$ cat src/rtl/k054539_sdo_rx_if.sv
// ---------------------------------------------------------------------------
// k054539_sdo_rx_if
// Stereo sample stream from the 054539 serial-output receiver to its consumer
// (mixer / DAC model).
//   OUT_L     [WIDTH]  left sample, two's complement
//   OUT_R     [WIDTH]  right sample, two's complement
//   OUT_VALID          OUT_L/OUT_R hold a pair
//   OUT_READY          consumer takes the pair when OUT_VALID & OUT_READY
// master = receiver side, slave = consumer side.
// ---------------------------------------------------------------------------
interface k054539_sdo_rx_if #(
  parameter int WIDTH = 16
);
  logic [WIDTH-1:0] OUT_L;
  logic [WIDTH-1:0] OUT_R;
  logic             OUT_VALID;
  logic             OUT_READY;

  modport master (output OUT_L, output OUT_R, output OUT_VALID, input OUT_READY);
  modport slave  (input OUT_L, input OUT_R, input OUT_VALID, output OUT_READY);
endinterface

$ cat src/rtl/k054539_sdo_rx.sv
// ---------------------------------------------------------------------------
// k054539_sdo_rx
// Receives the 054539 serial DAC stream (DTCK bit clock, WDCK word clock,
// SDAT MSB-first data), oversampled by CLK. Deserialises words into signed
// left/right pairs, buffers them in a DEPTH-pair FIFO and presents them over
// a valid/ready stream. Flags short words and FIFO overflow (sticky).
//
// Parameters
//   WIDTH  sample width; the last WIDTH bits before a WDCK edge form the word
//   DEPTH  FIFO depth in pairs (power of two, >= 2)
//
// Ports
//   CLK        system clock, >= 4x DTCK
//   RES        asynchronous active-high reset
//   PIN_DTCK   bit clock, data taken on its rising edge
//   PIN_WDCK   word clock: fall ends left word, rise ends right word
//   PIN_SDAT   serial data, MSB first
//   out_if     stream to consumer (OUT_L, OUT_R, OUT_VALID, OUT_READY)
//   ERR_SHORT  sticky: a word had fewer than WIDTH bits
//   ERR_OVF    sticky: a pair was dropped because the FIFO was full
//   ERR_CLR    synchronous clear of both sticky flags (a same-cycle set wins)
//   OVF_CNT    [7:0] saturating dropped-pair count, present only when
//              K054539_SDO_RX_OVF_CNT_EN is defined
// ---------------------------------------------------------------------------
module k054539_sdo_rx #(
  parameter int WIDTH = 16,
  parameter int DEPTH = 4
) (
  input  logic                    CLK,
  input  logic                    RES,
  input  logic                    PIN_DTCK,
  input  logic                    PIN_WDCK,
  input  logic                    PIN_SDAT,
  k054539_sdo_rx_if.master        out_if,
  output logic                    ERR_SHORT,
  output logic                    ERR_OVF,
`ifdef K054539_SDO_RX_OVF_CNT_EN
  output logic [7:0]              OVF_CNT,
`endif
  input  logic                    ERR_CLR
);

  localparam int CW = $clog2(WIDTH + 1);
  localparam int PW = $clog2(DEPTH);
  localparam int NW = $clog2(DEPTH + 1);

  typedef struct packed {
    logic [WIDTH-1:0] l;
    logic [WIDTH-1:0] r;
  } pair_t;

  typedef enum logic [1:0] {WAIT_L, WAIT_R, PUSH} state_t;

  // -------------------------------------------------------------------------
  // Input stage: [0],[1] synchroniser, [2] previous value for edge detect.
  // Reset to pin idle levels so release does not fake an edge.
  // -------------------------------------------------------------------------
  logic [2:0] dtck_q, wdck_q;
  logic [1:0] sdat_q;

  always_ff @(posedge CLK or posedge RES) begin
    if (RES) begin
      dtck_q <= 3'b000;
      wdck_q <= 3'b111;
      sdat_q <= 2'b00;
    end else begin
      dtck_q <= {dtck_q[1:0], PIN_DTCK};
      wdck_q <= {wdck_q[1:0], PIN_WDCK};
      sdat_q <= {sdat_q[0], PIN_SDAT};
    end
  end

  logic dtck_rise, wdck_fall, wdck_rise, sdat_sync;
  assign dtck_rise = dtck_q[1] & ~dtck_q[2];
  assign wdck_fall = ~wdck_q[1] & wdck_q[2];
  assign wdck_rise = wdck_q[1] & ~wdck_q[2];
  assign sdat_sync = sdat_q[1];

  // -------------------------------------------------------------------------
  // Shift register and bit counter. A bit arriving in the same cycle as a
  // word edge is shifted first, so the latched word includes it.
  // -------------------------------------------------------------------------
  logic [WIDTH-1:0] shreg_q, shreg_d;
  logic [CW-1:0]    bitcnt_q, bitcnt_d, bitcnt_inc;
  logic             word_end, short_w;

  always_comb begin
    shreg_d    = dtck_rise ? {shreg_q[WIDTH-2:0], sdat_sync} : shreg_q;
    bitcnt_inc = (dtck_rise && bitcnt_q != CW'(WIDTH)) ? bitcnt_q + CW'(1) : bitcnt_q;
    word_end   = wdck_fall | wdck_rise;
    short_w    = bitcnt_inc < CW'(WIDTH);
    // The same-cycle bit also opens the count of the next word.
    bitcnt_d   = word_end ? (dtck_rise ? CW'(1) : '0) : bitcnt_inc;
  end

  always_ff @(posedge CLK or posedge RES) begin
    if (RES) begin
      shreg_q  <= '0;
      bitcnt_q <= '0;
    end else begin
      shreg_q  <= shreg_d;
      bitcnt_q <= bitcnt_d;
    end
  end

  // -------------------------------------------------------------------------
  // Pair assembly FSM. bad_q marks a pair containing a short word; such a
  // pair is discarded at PUSH. A new left word replaces the mark, since the
  // old left word is replaced too.
  // -------------------------------------------------------------------------
  state_t           state_q, state_d;
  logic [WIDTH-1:0] l_q, l_d, r_q, r_d;
  logic             bad_q, bad_d;
  logic             push_req, short_evt;

  always_comb begin
    state_d   = state_q;
    l_d       = l_q;
    r_d       = r_q;
    bad_d     = bad_q;
    push_req  = 1'b0;
    short_evt = 1'b0;
    case (state_q)
      WAIT_L: begin
        // A right-word edge here belongs to a frame we joined midway.
        if (wdck_fall) begin
          l_d       = shreg_d;
          bad_d     = short_w;
          short_evt = short_w;
          state_d   = WAIT_R;
        end
      end
      WAIT_R: begin
        if (wdck_fall) begin
          l_d       = shreg_d;
          bad_d     = short_w;
          short_evt = short_w;
        end else if (wdck_rise) begin
          r_d       = shreg_d;
          bad_d     = bad_q | short_w;
          short_evt = short_w;
          state_d   = PUSH;
        end
      end
      PUSH: begin
        push_req = ~bad_q;
        bad_d    = 1'b0;
        state_d  = WAIT_L;
        if (wdck_fall) begin
          l_d       = shreg_d;
          bad_d     = short_w;
          short_evt = short_w;
          state_d   = WAIT_R;
        end
      end
      default: state_d = WAIT_L;
    endcase
  end

  always_ff @(posedge CLK or posedge RES) begin
    if (RES) begin
      state_q <= WAIT_L;
      l_q     <= '0;
      r_q     <= '0;
      bad_q   <= 1'b0;
    end else begin
      state_q <= state_d;
      l_q     <= l_d;
      r_q     <= r_d;
      bad_q   <= bad_d;
    end
  end

  // -------------------------------------------------------------------------
  // FIFO. The output registers mirror the head entry (they are not an extra
  // slot), so capacity is exactly DEPTH pairs. They are loaded from the
  // post-pop FIFO state, giving one register stage after the write.
  // -------------------------------------------------------------------------
  pair_t [DEPTH-1:0] mem_q;
  logic [PW-1:0]     wptr_q, rptr_q, rptr_d;
  logic [NW-1:0]     cnt_q, cnt_d, cnt_pop;
  logic              full, pop, push_ok, drop;
  logic [WIDTH-1:0]  out_l_q, out_r_q;
  logic              out_valid_q, out_valid_d;
  pair_t             head;

  always_comb begin
    full        = cnt_q == NW'(DEPTH);
    pop         = out_valid_q & out_if.OUT_READY;
    push_ok     = push_req & (~full | pop);
    drop        = push_req & full & ~pop;
    cnt_d       = cnt_q + NW'(push_ok) - NW'(pop);
    cnt_pop     = cnt_q - NW'(pop);
    rptr_d      = rptr_q + PW'(pop);
    out_valid_d = cnt_pop != '0;
    head        = mem_q[rptr_d];
  end

  always_ff @(posedge CLK or posedge RES) begin
    if (RES) begin
      mem_q       <= '0;
      wptr_q      <= '0;
      rptr_q      <= '0;
      cnt_q       <= '0;
      out_valid_q <= 1'b0;
      out_l_q     <= '0;
      out_r_q     <= '0;
    end else begin
      if (push_ok) begin
        mem_q[wptr_q] <= '{l: l_q, r: r_q};
        wptr_q        <= wptr_q + PW'(1);
      end
      rptr_q      <= rptr_d;
      cnt_q       <= cnt_d;
      out_valid_q <= out_valid_d;
      out_l_q     <= head.l;
      out_r_q     <= head.r;
    end
  end

  assign out_if.OUT_L     = out_l_q;
  assign out_if.OUT_R     = out_r_q;
  assign out_if.OUT_VALID = out_valid_q;

  // -------------------------------------------------------------------------
  // Sticky error flags; a set event in the clear cycle wins.
  // -------------------------------------------------------------------------
  logic err_short_q, err_ovf_q;

  always_ff @(posedge CLK or posedge RES) begin
    if (RES) begin
      err_short_q <= 1'b0;
      err_ovf_q   <= 1'b0;
    end else begin
      err_short_q <= short_evt | (err_short_q & ~ERR_CLR);
      err_ovf_q   <= drop | (err_ovf_q & ~ERR_CLR);
    end
  end

  assign ERR_SHORT = err_short_q;
  assign ERR_OVF   = err_ovf_q;

`ifdef K054539_SDO_RX_OVF_CNT_EN
  logic [7:0] ovf_cnt_q, ovf_cnt_d;

  always_comb begin
    if (ERR_CLR)                      ovf_cnt_d = {7'd0, drop};
    else if (drop && ovf_cnt_q != 8'hFF) ovf_cnt_d = ovf_cnt_q + 8'd1;
    else                              ovf_cnt_d = ovf_cnt_q;
  end

  always_ff @(posedge CLK or posedge RES) begin
    if (RES) ovf_cnt_q <= 8'd0;
    else     ovf_cnt_q <= ovf_cnt_d;
  end

  assign OVF_CNT = ovf_cnt_q;
`endif

endmodule

$ cat src/flat_wrapper.sv
// flat-port wrapper written by rule: the top's interface ports become plain ports
module k054539_sdo_rx_flat 
#(
  parameter int WIDTH = 16,
  parameter int DEPTH = 4
)
  (CLK, RES, PIN_DTCK, PIN_WDCK, PIN_SDAT, ERR_SHORT, ERR_OVF, ERR_CLR, out_if_OUT_L, out_if_OUT_R, out_if_OUT_VALID, out_if_OUT_READY);
  k054539_sdo_rx_if #(.WIDTH(WIDTH)) out_if_i ();
  input  logic CLK;
  input  logic RES;
  input  logic PIN_DTCK;
  input  logic PIN_WDCK;
  input  logic PIN_SDAT;
  output logic ERR_SHORT;
  output logic ERR_OVF;
  input  logic ERR_CLR;
  output wire logic [$bits(out_if_i.OUT_L)-1:0] out_if_OUT_L;
  output wire logic [$bits(out_if_i.OUT_R)-1:0] out_if_OUT_R;
  output wire logic [$bits(out_if_i.OUT_VALID)-1:0] out_if_OUT_VALID;
  input wire logic [$bits(out_if_i.OUT_READY)-1:0] out_if_OUT_READY;
  assign out_if_OUT_L = out_if_i.OUT_L;
  assign out_if_OUT_R = out_if_i.OUT_R;
  assign out_if_OUT_VALID = out_if_i.OUT_VALID;
  assign out_if_i.OUT_READY = out_if_OUT_READY;
  k054539_sdo_rx #(.WIDTH(WIDTH), .DEPTH(DEPTH)) u_core (.CLK(CLK), .RES(RES), .PIN_DTCK(PIN_DTCK), .PIN_WDCK(PIN_WDCK), .PIN_SDAT(PIN_SDAT), .out_if(out_if_i), .ERR_SHORT(ERR_SHORT), .ERR_OVF(ERR_OVF), .ERR_CLR(ERR_CLR));
endmodule
$ cat config.mk
export PLATFORM = sky130hd
export DESIGN_NAME = k054539_sdo_rx_flat
export DESIGN_NICKNAME = d
export VERILOG_FILES = /design/src/rtl/k054539_sdo_rx_if.sv /design/src/rtl/k054539_sdo_rx.sv /design/src/flat_wrapper.sv
export SDC_FILE = /design/constraint.sdc
export NUM_CORES = 1
export LEC_CHECK = 0
export CELL_PAD_IN_SITES_DETAIL_PLACEMENT = 0
export CELL_PAD_IN_SITES_GLOBAL_PLACEMENT = 1
export CORE_UTILIZATION = 40
export CTS_BUF_LIST = sky130_fd_sc_hd__clkbuf_8
export DETAILED_ROUTE_END_ITERATION = 8
export PLACE_DENSITY = 0.74
export SYNTH_ARGS = -nofsm -noshare
export SYNTH_HDL_FRONTEND = slang
export SYNTH_SLANG_ARGS = --single-unit
$ cat constraint.sdc
create_clock -name CLK -period 8.8 [get_ports CLK]
set_input_delay 1.32 -clock CLK [delete_from_list [all_inputs] [get_ports CLK]]
set_output_delay 1.32 -clock CLK [all_outputs]
set_load 0.005 [all_outputs]
util_map.png
The bar under the picture is 50 um long. 16 x 16 tiles, from dark purple (low) to yellow (high), 0 to 100% covered.
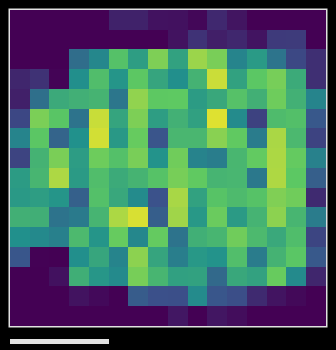
tiles over 75% full: 16%
mean over tiles: 43%
nearly empty tiles: 18%
core utilization at floorplan: 40.72%
Util after Layout: 46.83%
placeable core region: 0.02432 mm2

ff_map.png
The bar under the picture is 50 um long. Other sequential cells in the stronger grey, the rest of the logic in the fainter grey.
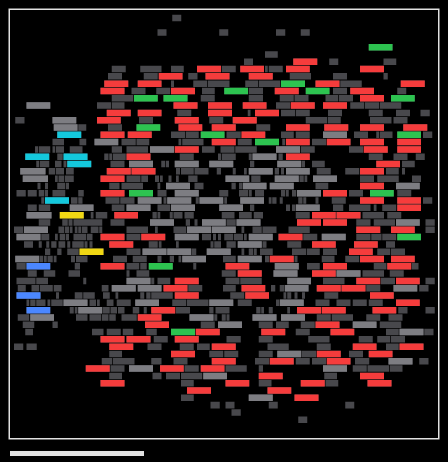
legend:
  u_core.bitcnt_q:
    colour: cyan
    placed_flops: 5
  u_core.out_if.OUT_L:
    colour: green
    placed_flops: 16
  u_core.cnt_q:
    colour: blue
    placed_flops: 3
  u_core.state_q:
    colour: yellow
    placed_flops: 2
  u_core.mem_q:
    colour: red
    placed_flops: 128
    where: widely spread

route_heat.png
32 x 32 tiles, from dark purple (low) to yellow (high), scaled to the fullest tile. Values are wire area over tile area, all layers added.
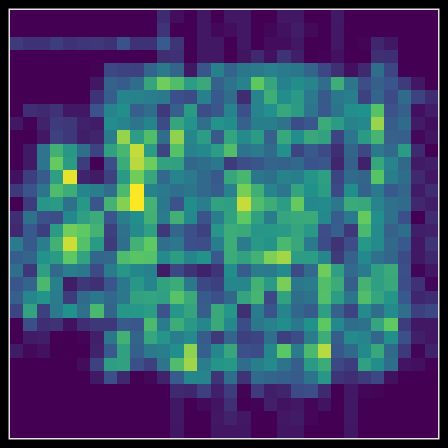
tiles over half the peak: 20%
fullest tile: 0.41
nearly empty tiles: 23%
mean over tiles: 0.11

==> COMMIT_EDITMSG <==
Add synthesis and place-and-route results

- Die ar.: 0.02539 mm2
- Setup repair after global routing left no endpoint under its margin.
* Worst clock skew: 0.01848 ns
- M3 GR Usage: 3.256%
* Clock root cell: sky130_fd_sc_hd__clkbuf_8
* Top cell type by total area after synthesis: sky130_fd_sc_hd__dfrtp_1
* Post-synth net total: 643
- The run finished with clean final reports.
- Yosys reported that registers with async set or reset make up 100.0%.
- Final period demand of the worst path: 3.073 ns
- Final total negative setup slack: 0 ns
- Syn_area_per_cell: 16.05 um2
* Area added between synthesis and finish: 15.01%
* Routed Antenna Nets: 0
- In the CTS report, the clock slew at the register clock pins of the worst setup and hold paths is listed as 0.06 ns.
* Half-perimeter wire length after placement: 11050 um
* Dominant Register Cell: sky130_fd_sc_hd__dfrtp_1
- After detailed routing, the met3 layer carries 649 um of wire.
* Antenna fix cells: 0
- All-layer global routing usage: 15.67%
- Routed metal-1 wire length: 8506 um
- Number of rows created at floorplan: 57
- Netlist Area Pre-Place: 0.009903 mm2
- Power per unit of standard cell area: 274.5 mW/mm2
* Detailed-routing iteration count for the pre-antenna-repair pass: 4
## path summary, 6_finish.rpt
check | to | startpoint | slack, ns | cells past startpoint
setup / recovery | u_core.out_if.OUT_R[0] | out_if_OUT_READY | 5.73 | 5
hold / removal | u_core.dtck_q[1] | u_core.dtck_q[0] | 0.35 | 0
setup reg to reg | u_core.mem_q[95] | u_core.state_q[0] | 6.32 | 7
hold reg to reg | u_core.dtck_q[1] | u_core.dtck_q[0] | 0.35 | 0
max in group asynchronous | u_core.mem_q[86] | RES | 6.04 | 3
min in group asynchronous | u_core.out_if.OUT_VALID | RES | 1.29 | 2
## final cells by class
class	instances	area [um2]
fillers	2080	12930
inverters	37	146.4
clock buffers	52	715.7
repair buffers	51	485.5
multi-input cells	314	3672
clock inverters	18	105.1
flip-flops and latches	234	5859
well taps	324	405.4
## stage by stage
step | hold WS [ns] | area, um2 | power, mW | worst slack, ns | std cells
after floorplan | 0.3312 | 9903 | 1.926 | 1.067 | 617
after global placement | 0.3312 | 10570 | 2.134 | 5.190 | 960
after detailed placement | 0.3434 | 10570 | 2.174 | 5.154 | 960
after CTS | 0.3597 | 11390 | 3.176 | 5.719 | 1030
after global routing | 0.3607 | 11390 | 3.311 | 5.627 | 1030
final | 0.3532 | 11390 | 3.127 | 5.727 | 1030
## report_power, final
group | switching [mW] | internal (mW)
registers | 0.175 | 1.28
clock network | 0.424 | 0.557
logic | 0.337 | 0.353
## logic make-up after synthesis
kind of cell             count (synthesis)  synth area share, %
AND/OR/NAND/NOR                         59                2.615
adder cells (fa/ha/maj)                 19                2.476
AND-OR/OR-AND                           51                3.007
multiplexers                           177                28.10
XOR/XNOR                                 8               0.7075
flip-flops                             234                59.17
buffers and inverters                   69                3.929
## critical path: cells and delay by family
kind / cells / cell delay [ns]
and+or+nand+nor: 1 / 0.19
muxes: 1 / 0.60
buffers and inverters: 2 / 1.02
adders and majority gates: 1 / 0.32
## flip-flops by register name (all words and copies together) (netlist names)
| signal | count |
|---|---|
| u_core.mem_q | 128 |
| u_core.l_q | 16 |
| u_core.bitcnt_q | 5 |
| u_core.out_if.OUT_R | 16 |
| u_core.wdck_q | 3 |
| u_core.ERR_SHORT | 1 |
| u_core.r_q | 16 |
| u_core.shreg_q | 16 |
| u_core.bad_q | 1 |
| u_core.sdat_q | 2 |
| u_core.rptr_q | 2 |
| u_core.dtck_q | 3 |
| u_core.cnt_q | 3 |
| u_core.out_if.OUT_L | 16 |
| u_core.out_if.OUT_VALID | 1 |
| u_core.wptr_q | 2 |
| u_core.state_q | 2 |
| u_core.ERR_OVF | 1 |
## layout by cell type, fill, tap and decap left out, drive strengths merged, types with 2 or more instances in the layout
cell,synthesis,layout
dfrtp,231,231
mux2,128,128
clkbuf,8,52
inv,37,49
clkdlybuf4s50,0,41
nand2,36,36
o21ai,34,34
mux4,32,32
ha,18,18
mux2i,17,17
buf,24,10
nor2,7,7
and2,6,6
xnor2,5,5
o22ai,4,4
xor2,3,3
clkinv,0,3
dfstp,3,3
a21oi,3,3
nor2b,3,3
nand2b,2,2
nand4,2,2
a31oi,2,2
clkinvlp,0,2
Power figures rest on the tool's default switching activity, not on a simulated workload.
